$ cat src/rtl/aes128_round_sched.sv
// Iterative AES-128 encryption sequencer.
// Performs the initial AddRoundKey on accept, then steps an external
// combinational round datapath through NR rounds, fetching round keys by
// index from an external combinational key store. Output is held until the
// consumer takes it. A new block can be accepted on the same edge that
// consumes the previous result.
module aes128_round_sched #(
  parameter int unsigned NR = 10
) (
  input  logic         clk,
  input  logic         rst,
  input  logic         in_valid,
  output logic         in_ready,
  input  logic [127:0] in_data,
  output logic [3:0]   rk_idx,
  input  logic [127:0] rk_data,
  output logic [127:0] dp_state,
  output logic [127:0] dp_key,
  output logic         dp_last,
  input  logic [127:0] dp_result,
  output logic         out_valid,
  input  logic         out_ready,
  output logic [127:0] out_data,
  output logic         busy,
  output logic [3:0]   round
);

  typedef enum logic [1:0] {
    IDLE,
    ROUND,
    DONE
  } state_t;

  localparam logic [3:0] NR_LAST = 4'(NR);

  state_t       fsm;
  logic [127:0] st;
  logic         accept;

  // Handshakes, key index and datapath drive derived from registered state;
  // only in_ready (via out_ready) and dp_key (via rk_data) are combinational.
  always_comb begin
    in_ready  = !rst && ((fsm == IDLE) || ((fsm == DONE) && out_ready));
    accept    = in_valid && in_ready;
    rk_idx    = (fsm == ROUND) ? round : '0;
    dp_state  = st;
    dp_key    = rk_data;
    dp_last   = (fsm == ROUND) && (round == NR_LAST);
    out_valid = (fsm == DONE);
    out_data  = st;
    busy      = (fsm == ROUND);
  end

  // Sequencer: load with initial key add, iterate rounds, hold result.
  always_ff @(posedge clk) begin
    if (rst) begin
      fsm   <= IDLE;
      round <= '0;
      st    <= '0;
    end else begin
      case (fsm)
        IDLE: begin
          if (accept) begin
            st    <= in_data ^ rk_data;
            round <= 4'd1;
            fsm   <= ROUND;
          end
        end
        ROUND: begin
          st <= dp_result;
          if (round == NR_LAST) begin
            fsm <= DONE;
          end else begin
            round <= round + 4'd1;
          end
        end
        DONE: begin
          // Consuming the result and accepting the next block can coincide,
          // giving back-to-back blocks with no idle cycle in between.
          if (out_ready) begin
            if (accept) begin
              st    <= in_data ^ rk_data;
              round <= 4'd1;
              fsm   <= ROUND;
            end else begin
              round <= '0;
              fsm   <= IDLE;
            end
          end
        end
        default: begin
          fsm   <= IDLE;
          round <= '0;
        end
      endcase
    end
  end

endmodule

$ cat config.mk
export PLATFORM = sky130hd
export DESIGN_NAME = aes128_round_sched
export DESIGN_NICKNAME = d
export VERILOG_FILES = /design/src/rtl/aes128_round_sched.sv
export SDC_FILE = /design/constraint.sdc
export NUM_CORES = 1
export LEC_CHECK = 0
export CAP_MARGIN = 20
export CORE_AREA = 4 4 303 305
export CTS_CLUSTER_DIAMETER = 100
export DETAILED_ROUTE_END_ITERATION = 6
export DIE_AREA = 0 0 307 309
export PLACE_DENSITY = 0.44
export SYNTH_ARGS = -nofsm -noshare
export SYNTH_HDL_FRONTEND = slang
export SYNTH_SLANG_ARGS = --single-unit
export TNS_END_PERCENT = 100
$ cat constraint.sdc
create_clock -name clk -period 3.5 [get_ports clk]
set_input_delay 0.35 -clock clk [delete_from_list [all_inputs] [get_ports clk]]
set_output_delay 0.35 -clock clk [all_outputs]
set_load 0.01 [all_outputs]
Figure 1. Cell classes on the final placement.
(1.5 px per um)
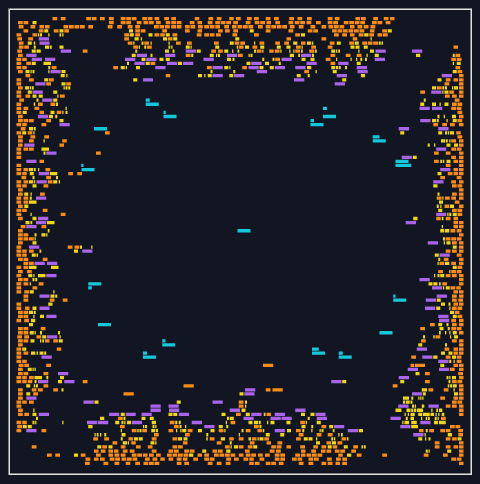
flip-flops: drawn in purple, cells 134. all other logic: drawn in yellow, cells 556. other buffers and delay cells: drawn in orange, cells 789. clock drivers and dummy loads: drawn in cyan, cells 30.

Figure 2. Where the registers sit.
(1 px per um) Other cells in grey.
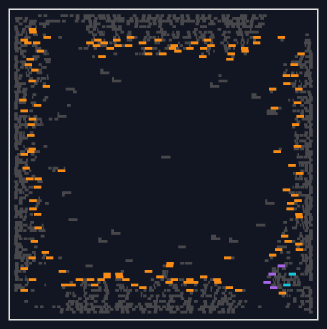
`round`: drawn in purple, sequential cells 4, where bottom right. `fsm`: drawn in cyan, sequential cells 2. `dp_state`: drawn in orange, sequential cells 128, where all over the die.

Figure 3. Cell outlines without signal wires.
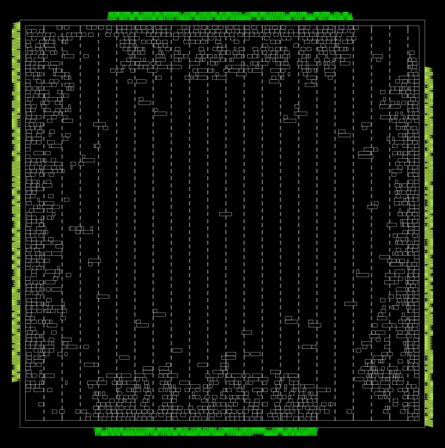
n_taps: 1176
core area: 89300 sq um
flop count: 134

Figure 4. M3 wires.
(1 px per um)
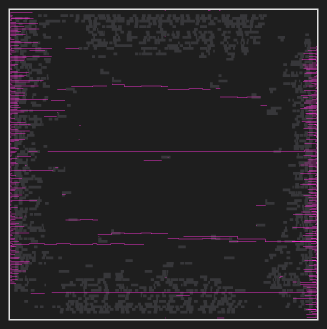
417 nets have wire on it. The layer carries 4100 um of wire. The longest straight run is 265 um. The wires run mostly horizontal.

[how the worst max path moves through the flow]
| stage | from | to | slack [ps] | depth (start not counted) |
|---|---|---|---|---|
| detailed placement | rst | in_ready | 1200 | 3 |
| global route | fsm[0]$_SDFFE_PP0P_ | rk_idx[3] | 760 | 4 |
| finish | fsm[0]$_SDFFE_PP0P_ | dp_last | 990 | 4 |
| CTS | fsm[0]$_SDFFE_PP0P_ | dp_last | 880 | 4 |
| global placement | out_ready | in_ready | 1180 | 4 |
| floorplan | fsm[0]$_SDFFE_PP0P_ | rk_idx[2] | 2030 | 5 |
[area by class of cell]
type,count,area (sq um)
antenna,5,12.5
clock buffer,19,453
clock inverter,11,103
fill,9901,72900
inverter,6,30.0
multi-input combinational,550,3690
sequential,134,2680
tap,1176,1470
timing repair buffer,789,7950
[metrics by stage]
step,area [sq um],utilization (%),power (mW)
6_report,16400,18.3,5.99
5_1_grt,16400,18.3,6.37
4_1_cts,16400,18.3,6.18
3_5_place_dp,15800,17.7,4.26
3_3_place_gp,15800,17.7,4.27
2_1_floorplan,8720,-,3.03
[state kept, by name, summed over array words and instances, names as in the netlist]
name / cells
dp_state: 128
round: 4
fsm: 2
[power by group through the flow]
stage | clock [mW] | combinational, mW | sequential [mW]
2_1_floorplan | 0 | 1.09 | 1.94
3_3_place_gp | 0 | 2.32 | 1.95
3_5_place_dp | 0 | 2.32 | 1.94
4_1_cts | 1.93 | 2.33 | 1.92
5_1_grt | 1.98 | 2.46 | 1.93
6_report | 1.80 | 2.29 | 1.91
[logic make-up after synthesis]
group / count (synthesis) / share of synthesized area, %
adders and majority gates: 2 / 0.287
and+or+nand+nor: 151 / 7.18
muxes: 1 / 0.115
AOI/OAI and AO/OA: 268 / 21.8
DFF: 134 / 30.8
xor gates and xnor gates: 128 / 12.9
buffers and inverters: 319 / 27.0
[placed cells by master (no fill, tap or decap), types with 2 or more instances in the layout]
cell type and count:
clkinv_4 2, inv_6 2, diode_2 5, clkbuf_16 17, a21oi_1 132, nand2b_4 3, o2bb2ai_1 120, clkinv_2 3
xnor2_1 128, nand2_1 3, nor2_1 133, clkinvlp_4 3, o21ai_0 2, nand3_1 2, and2_1 3, clkdlybuf4s50_1 783
clkbuf_8 2, o2bb2ai_2 9, ha_1 2, dfxtp_1 134, buf_12 5, nor3_1 2, inv_1 5
[layer usage]
layer  wire length (um)  global-route usage (%)  part of all wire, %
met2              22900                    15.8                   49
met5                 21                       0                0.045
met3               4100                    3.96                  8.8
met4                485                    2.34                  1.0
met1              18900                    10.6                   41
==> results.py <==
# Physical implementation metrics
metrics = {
    "synthesis": {
        "avgSynthCellArea_sq_um": 8.69,
        "syn_nets": 1393,
        "ff_type": "dfxtp_1",
        "common_cells": "buf_4, dfxtp_1, nor2_1",
        "seq_area_frac_synth_pct": 30.8,
        "synth-seq-cells": 134,
    },
    "setup_path": {
        "rrSetupSlack_ps": 1480,
        "reg2regPathDepth": 6,
        "crit_fanout": 66,
        "cp_num_buf_inv": 2,
        "crit_path_cell_trace": "nand2b_4, inv_8, and2_1, clkdlybuf4s50_1",
        "endpoint_kind": "primary output",
        "r2r-start": "fsm[0]$_SDFFE_PP0P_",
        "worstPathArrival_ps": 2160,
        "startpoint_type": "register",
    },
    "pwr": {
        "p_seq_share_pct": 31.8,
        "ir_drop_uv": 340,
        "leakagePower_nw": 5.45,
    },
    "cts": {
        "cts_sinks": 134,
        "postCtsResizedCells": 0,
        "numCtsBuffers": 17,
        "post-cts-setup-buffer-count": 0,
        "cts_buffer_depth": 2,
    },
    "floorplan": {
        "row_count": 110,
        "io_pins": 784,
        "die-area_sq_um": 94900,
    },
    "run_status": {
        "status": "finished, final reports clean",
    },
    "placement": {
        "port_buffers": 783,
        "place_inst": 2655,
    },
    "final_timing": {
        "fin_ws_ps": 988,
        "min_period_ps": 2510,
        "finalSetupViolCount": 0,
        "rsz0062_at_grt": "false",
        "slew_headroom_pct": 51.8,
        "worst_slew_pin_slew_ps": 723,
        "hold_ws_ps": 489,
    },
    "routing": {
        "drt_first_pass_iters": 4,
        "drt_iter0_drc": 304,
        "vias": 8554,
        "wl_per_cell_um": 17.2,
    },
    "hold_path": {
        "hold_class": "reg2reg",
        "holdPathStages": 1,
    },
    "layout": {
        "drive_gt1_share_pct": 3.45,
        "layoutNonFillerInstCount": 2690,
    },
}
Power is estimated from default activity; no workload was simulated.
